`src/rtl/instruction_fetch.sv`:
```
// -----------------------------------------------------------------------------
// instruction_fetch
//   Fetch stage in front of the instruction decoder. Owns the program counter,
//   issues 16-bit word reads to instruction memory and presents each fetched
//   word, with a valid flag and the PC it came from, to the decoder. Handles
//   downstream stall and branch/jump redirect (the held word is flushed to NOP).
//
// Ports
//   clk              in   1   clock, all state on posedge
//   rst              in   1   asynchronous active-high reset
//   stall            in   1   decoder cannot accept; hold current output
//   redirect         in   1   branch/jump taken this cycle
//   redirectTarget   in   16  new PC when redirect=1
//   memAddr          out  16  instruction memory word address (= pc)
//   memRead          out  1   read request
//   memData          in   16  read data, qualified by memReady
//   memReady         in   1   one-cycle read completion strobe
//   instruction      out  16  fetched word (NOP_WORD when nothing is held)
//   instructionValid out  1   instruction holds a real fetched word
//   instructionPC    out  16  address the held word was fetched from
//   o_dbg_state      out  2   FSM state (0=BOOT, 1=RUN, 2=FLUSH)
//
// Memory handshake (valid/ready):
//   A read transfers on a posedge where memRead=1 and memReady=1. memAddr is
//   pc and stays put while memRead=1 until memReady. memRead may drop without
//   memReady (stall or redirect); that abandons the request. memReady while
//   memRead=0 is ignored.
// -----------------------------------------------------------------------------
module instruction_fetch #(
   parameter logic [15:0] RESET_PC = 16'h0000,
   parameter logic [15:0] NOP_WORD = 16'h0800
) (
   input  logic        clk,
   input  logic        rst,
   input  logic        stall,
   input  logic        redirect,
   input  logic [15:0] redirectTarget,
   output logic [15:0] memAddr,
   output logic        memRead,
   input  logic [15:0] memData,
   input  logic        memReady,
   output logic [15:0] instruction,
   output logic        instructionValid,
   output logic [15:0] instructionPC,
   output logic [1:0]  o_dbg_state
);

   typedef enum logic [1:0] {
      ST_BOOT  = 2'd0,
      ST_RUN   = 2'd1,
      ST_FLUSH = 2'd2
   } state_t;

   state_t      r_state;
   state_t      w_state_next;
   logic [15:0] r_pc;
   logic [15:0] r_instr;
   logic        r_valid;
   logic [15:0] r_instr_pc;
   logic        w_mem_read;
   logic        w_fire;
   logic        w_consume;

   // Next state and read request. A new read is only issued when the output
   // register will be free at the next edge (empty, or consumed this cycle).
   always_comb begin
      w_state_next = r_state;
      w_mem_read   = 1'b0;
      case (r_state)
         ST_BOOT:  w_state_next = ST_RUN;
         ST_RUN: begin
            w_state_next = ST_RUN;
            w_mem_read   = !redirect && (!r_valid || !stall);
         end
         ST_FLUSH: w_state_next = ST_RUN;
         default:  w_state_next = ST_BOOT;
      endcase
      // Redirect wins in every state.
      if (redirect) begin
         w_state_next = ST_FLUSH;
      end
   end

   assign w_fire    = w_mem_read && memReady;
   assign w_consume = r_valid && !stall;

   always_ff @(posedge clk or posedge rst) begin
      if (rst) begin
         r_state    <= ST_BOOT;
         r_pc       <= RESET_PC;
         r_instr    <= NOP_WORD;
         r_valid    <= 1'b0;
         r_instr_pc <= 16'h0000;
      end else begin
         r_state <= w_state_next;
         if (redirect) begin
            // Any same-cycle memReady data is dropped here.
            r_pc    <= redirectTarget;
            r_valid <= 1'b0;
            r_instr <= NOP_WORD;
         end else if (w_fire) begin
            r_instr    <= memData;
            r_instr_pc <= r_pc;
            r_valid    <= 1'b1;
            r_pc       <= r_pc + 16'h0001;  // wraps FFFF -> 0000
         end else if (w_consume) begin
            r_valid <= 1'b0;
            r_instr <= NOP_WORD;
         end
      end
   end

   assign memAddr          = r_pc;
   assign memRead          = w_mem_read;
   assign instruction      = r_instr;
   assign instructionValid = r_valid;
   assign instructionPC    = r_instr_pc;
   assign o_dbg_state      = r_state;

endmodule
```
`config.mk`:
```
export PLATFORM = sky130hd
export DESIGN_NAME = instruction_fetch
export DESIGN_NICKNAME = d
export VERILOG_FILES = /design/src/rtl/instruction_fetch.sv
export SDC_FILE = /design/constraint.sdc
export NUM_CORES = 1
export LEC_CHECK = 0
export CORE_MARGIN = 1
export CORE_UTILIZATION = 43
export CTS_BUF_LIST = sky130_fd_sc_hd__clkbuf_16
export DETAILED_ROUTE_END_ITERATION = 6
export PLACE_DENSITY = 0.85
export SLEW_MARGIN = 30
export SYNTH_ARGS = -nofsm -noshare
export SYNTH_HDL_FRONTEND = slang
export SYNTH_SLANG_ARGS = --single-unit
```
`constraint.sdc`:
```
create_clock -name clk -period 2.1 [get_ports clk]
set_clock_uncertainty 0.2 [all_clocks]
set_input_delay 0.525 -clock clk [delete_from_list [all_inputs] [get_ports clk]]
set_output_delay 0.525 -clock clk [all_outputs]
set_load 0.02 [all_outputs]
```
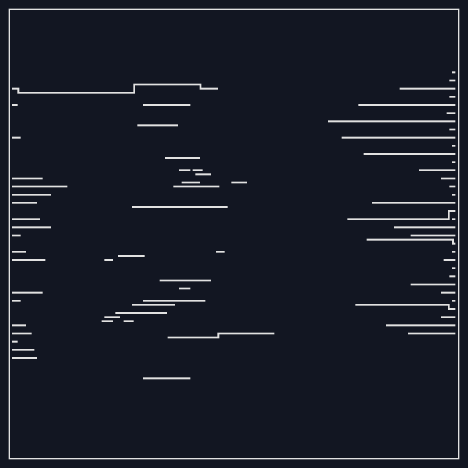
**Above:** run 1 (met3 routing).
(6 px per um)
share of all routed wire: 6.9%
wire length on this layer: 434 um
longest straight run: 20.9 um
main direction: horizontal

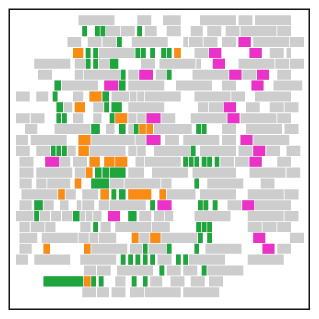
**Above:** run 1 (gate families picked out).
(4 px per um)
legend:
  NAND gates:
    colour: green
    cells: 80
    most_used: nand2_1
  inverting AOI/OAI gates:
    colour: orange
    cells: 23
  AND-OR and OR-AND gates:
    colour: magenta
    cells: 22
    most_used: a22o_1

==> flow_summary_export.csv, run 1 <==
group,metric,value,unit
job,max_cap_viol_count,0,
grt,antenna_found_initial,0,
clocking,cts_hold_buf,0,
drt,wl_per_cell,15.8,um
synthesis,postSynthCellCount,225,
worst_hold_path,holdPathStages,2,
setup_path,crit_required,1.37,ns
drt,viasPerCell,5.37,
final_layout,nNetsFinal,368,
worst_hold_path,hold_class,"reg -> reg",
clocking,clock_path_buffers,2,
synthesis,synth_seq_share,0.563,
timing,tightest_slew,0.446,ns
synthesis,yosysWarnings,0,
synthesis,synthAdderAreaFrac,0.00551,
die,initial_core_util,0.444,
die,pin_count,89,
timing,whs,0.273,ns
job,warning_count,27,
setup_path,critPathMaxFanout,5,
drt,num_vias,2155,
die,dieArea,0.00557,mm^2
die,rows,26,
grt,grt_pass1_wl,9.76,mm
status,outcome,"finished, final reports clean",
clocking,cts-buffers-inserted,5,
synthesis,syn_nets,263,
clocking,root_buffer,"clkbuf_16",
clocking,postCtsSetupBuffers,0,
setup_path,crit_family,"buffers and inverters",
setup_path,r2r_slack,0.14,ns
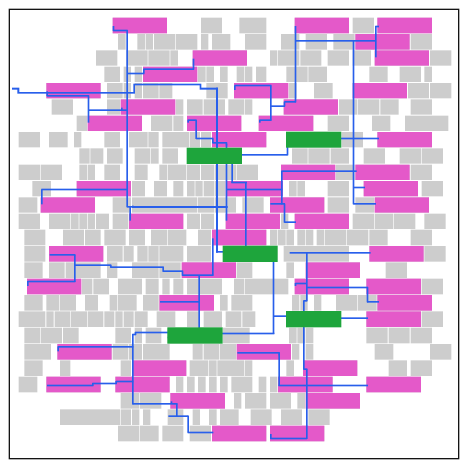
**Above:** run 1 (clock wires, drivers and flops).
(6 px per um)
legend:
  cells driving clock nets:
    colour: green
    count: 5
  flip-flops:
    colour: magenta
    count: 51
  clock wires:
    colour: blue
    length: 627 um
routed clock nets: 6

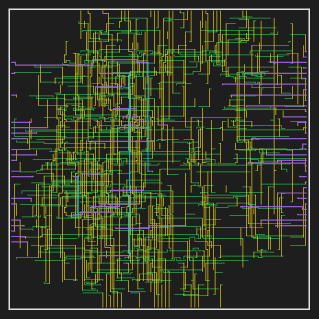
**Above:** run 1 (metal layers overlaid).
(4 px per um)
legend:
  met1:
    colour: green
    wire_length: 2750 um
  met3:
    colour: purple
    wire_length: 434 um
  met4:
    colour: cyan
    wire_length: 81.6 um
  met2:
    colour: yellow
    wire_length: 3050 um

-- run 1: worst max path at each step --
stage / start / end / slack, ns / cells after the start
global route: memAddr[3]$_DFFE_PP0P_ / memAddr[3] / 0.005 / 1
finish: memAddr[3]$_DFFE_PP0P_ / memAddr[3] / 0.04 / 1
floorplan: redirect / memRead / 0.04 / 3
CTS: stall / memRead / -0.03 / 5
global placement: stall / memRead / -0.47 / 5
detailed placement: redirect / instruction[10]$_DFFE_PP0P_ / -0.47 / 5
-- run 1: registers in the layout, indices dropped and copies added (netlist names) --
| name | count |
|---|---|
| instruction | 16 |
| instructionPC | 16 |
| instructionValid | 1 |
| memAddr | 16 |
| o_dbg_state | 2 |
-- run 1: cell families (layout without fill, tap and decap cells) --
group	Yosys count	in the layout
flops	51	51
xor+xnor	3	3
simple gates	107	107
fa+ha+maj	1	1
buf+inv	17	123
compound gates	45	45
mux	1	1
-- run 1: layout make-up --
class | count | area, um^2
sequential | 51 | 1280
inverter | 4 | 15.0
fill | 394 | 1500
multi-input combinational | 157 | 957
clock inverter | 3 | 67.6
timing repair buffer | 111 | 1080
clock buffer | 5 | 125
tap | 70 | 87.6
-- run 1: cells in the mapped netlist, drive strengths merged --
master / count
xnor2: 3
a22oi: 1
a21oi: 5
buf: 5
a22o: 15
o21ai: 8
o211ai: 3
nor3: 4
a211o: 1
a211oi: 1
or2: 1
nor2: 3
ha: 1
a221o: 6
nor3b: 3
mux2i: 1
nand3: 9
inv: 4
nand4bb: 1
or3: 3
and4bb: 1
and3: 2
nand3b: 1
or4: 2
a31oi: 1
and2: 2
dfrtp: 50
o31ai: 1
nand4: 4
dfstp: 1
nor2b: 2
o311ai: 2
clkbuf: 8
nor4: 4
nand2: 65
a41oi: 1
-- run 1: metal layers --
layer,track usage,up-vias,part of all wire
li1,-,1013,-
met1,0.299,1043,0.44
met2,0.387,90,0.48
met3,0.0576,9,0.068
met4,0.0797,0,0.013
met5,0,-,0
-- run 1: metrics by stage --
stage	cells	power [mW]	setup TNS [ns]	worst slack (ns)	instance area, um^2
CTS	401	2.89	-0.0314	-0.0314	3590
finish	401	2.87	0	0.0384	3610
global route	401	2.99	0	0.00486	3610
detailed placement	393	1.86	-15.39	-0.467	3380
floorplan	225	1.48	0	0.0414	2270
global placement	393	1.84	-12.49	-0.470	3380
-- run 1: power by group --
part / internal (mW) / leakage (nW) / switching [mW]
Clock: 0.682 / 0.0900 / 0.359
Sequential: 1.09 / 0.655 / 0.0906
Combinational: 0.324 / 0.937 / 0.326
-- run 1: what timing repair did --
action / 4_1_cts / 5_1_grt
setup endpoints to repair: 35 / 21
cloned: 0 / 0
resized: 22 / 8
pin swaps: 2 / 1
-- run 1: layout by cell type (no fill, tap or decap), types with 4 or more instances in the layout --
cell type | Yosys | final
nor4_1 | 4 | 4
nand3_1 | 9 | 9
a221o_1 | 6 | 6
nand2_1 | 63 | 63
clkbuf_16 | 0 | 5
a22o_1 | 15 | 15
dlymetal6s2s_1 | 0 | 6
dfrtp_1 | 50 | 50
clkdlybuf4s50_1 | 0 | 69
o21ai_1 | 5 | 4
buf_4 | 0 | 21
a21oi_1 | 4 | 4
dlygate4sd2_1 | 0 | 12
==> run 2, diff against run 1 <==
Settings changed: ABC_AREA from default to 1, CORE_UTILIZATION 43 to 44, CTS_CLUSTER_SIZE from default to 8.
==> run 2 against run 1 <==
  * Sequential share of layout area decreased by 0.76 points
  * Register-to-register slack improved by 0.23 ns
  * First-iteration DRC count increased by 17%
  * Cell area increased by 2.2%
  * Largest cell class unchanged
  * Via count increased by 11%
  * Die area increased by 4.7%
==> flow_summary_export.csv, run 2 <==
group,metric,value,unit
status,outcome,"finished, final reports clean",
synthesis,common_cells,"109 x nand2_1, 50 x dfrtp_1, 35 x inv_1",
die,initial_core_util,0.468,
worst_hold_path,hold_class,"reg -> reg",
die,rows,26,
placement,dpl_cell_area,0.00350,mm^2
job,warning_count,27,
final_layout,fin_area,0.00369,mm^2
setup_path,cp_num_cells,1,
clocking,clock_path_buffers,2,
setup_path,crit_family,"buffers and inverters",
grt,antenna_found_initial,0,
setup_path,worstSetupEndpoint,"o_dbg_state[1]",
synthesis,yosys_most_used_dff,"dfrtp_1",
setup_path,r2r_slack,0.37,ns
power,power_frac_clock,0.317,
final_layout,nNetsFinal,449,
drt,viasPerCell,4.94,
clocking,cts-buffers-inserted,5,
grt,grt_pass1_wl,11.2,mm
synthesis,yosysWarnings,0,
synthesis,synth_seq_share,0.525,
job,max_cap_viol_count,0,
run 2: logic make-up after synthesis:
kind of cell | after synthesis
flops | 51
simple gates | 169
xor+xnor | 3
buf+inv | 48
compound gates | 37
fa+ha+maj | 1
run 2: layout make-up:
| cell class | count | area, um^2 | area share |
|---|---|---|---|
| Sequential cell | 51 | 1280 | 0.346 |
| Multi-Input combinational cell | 210 | 952 | 0.258 |
| Clock buffer | 5 | 125 | 0.0339 |
| Tap cell | 70 | 87.6 | 0.0237 |
| Timing Repair Buffer | 104 | 1060 | 0.288 |
| Clock inverter | 3 | 38.8 | 0.0105 |
| Inverter | 39 | 146 | 0.0397 |
run 2: power groups by stage:
stage	sequential (mW)	clock, mW	combinational [mW]
2_1_floorplan	1.34	0	0.202
3_3_place_gp	1.20	0	0.718
3_5_place_dp	1.21	0	0.736
4_1_cts	1.19	0.909	0.734
5_1_grt	1.21	0.948	0.782
6_report	1.19	0.890	0.724
run 2: routing by layer:
metal / GRT usage / share of wire / routed length, um
met1: 0.306 / 0.43 / 2780
met2: 0.409 / 0.49 / 3170
met3: 0.0311 / 0.053 / 345
met4: 0.135 / 0.035 / 229
met5: 0 / 0 / 0
run 2: what timing repair did:
| item | CTS | global route |
|---|---|---|
| buffers inserted | 0 | 0 |
| resized | 10 | 14 |
| pin swaps | 1 | 1 |
| setup endpoints to repair | 6 | 10 |
| gates cloned | 0 | 0 |
run 2: metrics by stage:
| step | hold WS [ns] | setup TNS, ns | setup WS [ns] | util |
|---|---|---|---|---|
| 5_1_grt | 0.310 | 0 | 0.0165 | 0.709 |
| 3_3_place_gp | 0.256 | -0.687 | -0.429 | 0.672 |
| 4_1_cts | 0.289 | -0.0276 | -0.0276 | 0.702 |
| 3_5_place_dp | 0.273 | -1.49 | -0.477 | 0.672 |
| 2_1_floorplan | 0.329 | 0 | 0.147 | - |
| 6_report | 0.287 | 0 | 0.0527 | 0.709 |
run 2: worst min path at each step:
stage / startpoint / slack, ns / depth (start not counted) / end
6_report: instructionPC[14]$_DFFE_PP0P_ / 0.29 / 2 / instructionPC[14]$_DFFE_PP0P_
5_1_grt: instructionPC[14]$_DFFE_PP0P_ / 0.31 / 2 / instructionPC[14]$_DFFE_PP0P_
4_1_cts: instructionPC[14]$_DFFE_PP0P_ / 0.29 / 2 / instructionPC[14]$_DFFE_PP0P_
2_1_floorplan: instruction[11]$_DFFE_PP1P_ / 0.33 / 2 / instruction[11]$_DFFE_PP1P_
3_5_place_dp: instructionPC[14]$_DFFE_PP0P_ / 0.27 / 2 / instructionPC[14]$_DFFE_PP0P_
3_3_place_gp: instructionPC[14]$_DFFE_PP0P_ / 0.26 / 2 / instructionPC[14]$_DFFE_PP0P_
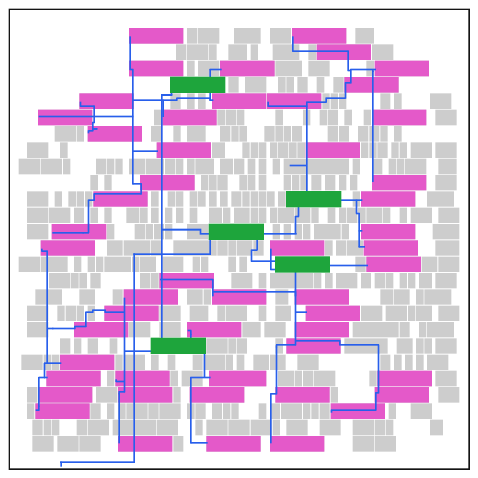
**Above:** run 2 (clock wires, drivers and flops).
(6 px per um)
legend:
  flip-flops:
    colour: magenta
    count: 51
  cells driving clock nets:
    colour: green
    count: 5
  clock wires:
    colour: blue
    length: 569 um
flops lie: widely spread

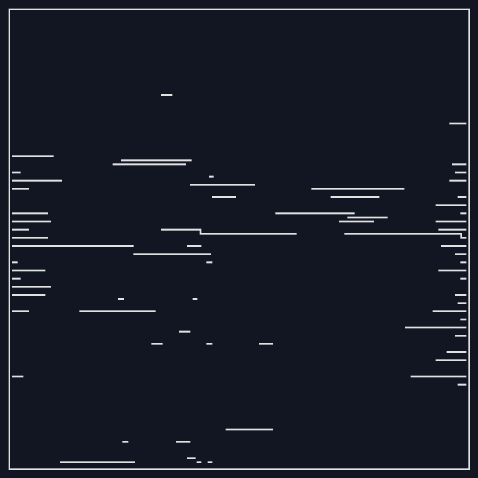
**Above:** run 2 (met3 routing).
(6 px per um)
total number of vias: 2383
Total Wirelength: 6.52 mm
grt met3 use: 0.0311

==> run 3, diff against run 2 <==
Settings changed: CAP_MARGIN from default to 20, CORE_MARGIN 1 to 4.
==> run 3 against run 2 <==
  * Clock power is about 10% lower
  * Final cell count rose by 0.21%
  * Clock-buffer cell count unchanged
  * Largest power group unchanged
==> flow_summary_export.csv, run 3 <==
group,metric,value,unit
status,outcome,"finished, final reports clean",
die,rows,26,
worst_hold_path,holdPathStages,2,
final_layout,fin_cells,483,
setup_path,crit_required,1.37,ns
final_layout,mostFrequentLayoutCells,"109 x nand2_1, 69 x clkdlybuf4s50_1, 50 x dfrtp_1",
job,warning_count,26,
worst_hold_path,hold_end,"instructionPC[6]$_DFFE_PP0P_",
die,dieArea,0.00679,mm^2
final_layout,lay_top_count,"nand2_1",
final_layout,fin_area,0.00368,mm^2
synthesis,common_cells,"109 x nand2_1, 50 x dfrtp_1, 35 x inv_1",
clocking,root_buffer,"clkbuf_16",
job,max_cap_viol_count,0,
placement,place_ws,-0.463,ns
synthesis,yosysWarnings,0,
clocking,clock_path_buffers,2,
timing,tightest_slew,0.343,ns
clocking,cts-buffers-inserted,5,
synthesis,syn_nets,347,
setup_path,timing.critical_path.from,"memAddr[15]$_DFFE_PP0P_",
synthesis,synthArstFlopShare,1.00,
drt,num_vias,2302,
run 3: cell counts after synthesis:
Identical to the previous run, type by type.
run 3: layer usage:
layer / routed length [um] / vias to the layer above / share of wire / GRT usage
li1: - / 1174 / - / -
met1: 2790 / 1051 / 0.43 / 0.257
met2: 3250 / 71 / 0.50 / 0.359
met3: 433 / 6 / 0.066 / 0.0510
met4: 76 / 0 / 0.012 / 0.0581
met5: 0 / - / 0 / 0
run 3: logic make-up after synthesis:
family | Yosys count
compound gates | 37
xor+xnor | 3
fa+ha+maj | 1
buf+inv | 48
flops | 51
simple gates | 169
run 3: power by group:
part           switching (mW)  leakage (nW)  internal (mW)  total (mW)
combinational           0.368          1.08          0.345       0.713
sequential             0.0962         0.653           1.10        1.19
clock                   0.360        0.0674          0.440       0.800
total                   0.824          1.80           1.88        2.71
run 3: worst max-delay path by stage:
| stage | to | slack [ns] | depth (start not counted) |
|---|---|---|---|
| 6_report | memAddr[15] | 0.05 | 1 |
| 4_1_cts | memAddr[4] | 0.001 | 1 |
| 3_5_place_dp | memRead | -0.46 | 5 |
| 5_1_grt | o_dbg_state[0] | 0.007 | 1 |
| 2_1_floorplan | instructionPC[0]$_DFFE_PP0P_ | 0.15 | 1 |
| 3_3_place_gp | memRead | -0.43 | 5 |
run 3: area by class of cell:
class                           count  area, um^2  share of cell area
Inverter                           39         146              0.0397
Timing Repair Buffer              105        1080               0.293
Clock inverter                      3        20.0             0.00543
Multi-Input combinational cell    210         950               0.258
Sequential cell                    51        1280               0.347
Clock buffer                        5         125              0.0340
Tap cell                           70        87.6              0.0238
run 3: tightest hold or removal path, stage by stage (launching register included):
cell,delay [ns]
dfrtp_1,0.34
nand2_1,0.05
o21ai_1,0.06
run 3: timing repair:
action,4_1_cts,5_1_grt
setup buffers,0,1
pin swaps,0,2
setup endpoints to repair,8,10
gates resized,13,12
cloned,0,0
run 3: through the flow:
step / util / setup TNS, ns / power [mW]
2_1_floorplan: - / 0 / 1.54
3_3_place_gp: 0.670 / -0.554 / 1.92
3_5_place_dp: 0.670 / -1.74 / 1.94
4_1_cts: 0.696 / 0 / 2.74
5_1_grt: 0.704 / 0 / 2.86
6_report: 0.704 / 0 / 2.71
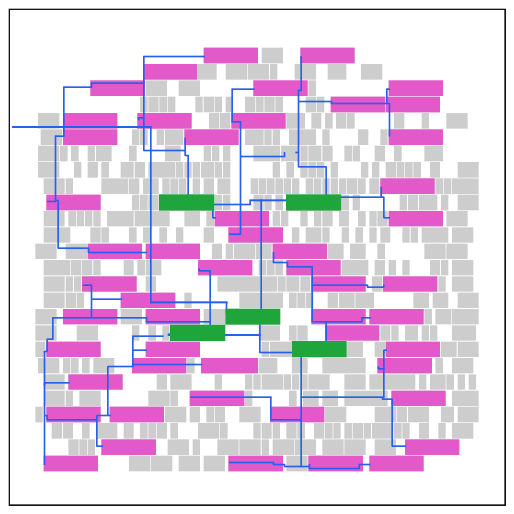
**Above:** run 3 (clock wires, drivers and flops).
(6 px per um)
legend:
  flip-flops:
    colour: magenta
    count: 51
  cells driving clock nets:
    colour: green
    count: 5
  clock wires:
    colour: blue
    length: 651 um
flops lie: widely spread

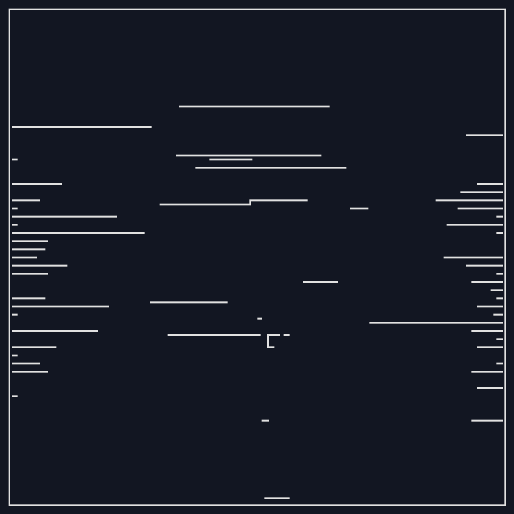
**Above:** run 3 (met3 routing).
(6 px per um)
share of all routed wire: 6.6%
wire length on this layer: 434 um

No activity file was given, so power comes from the tool's default toggle rates.
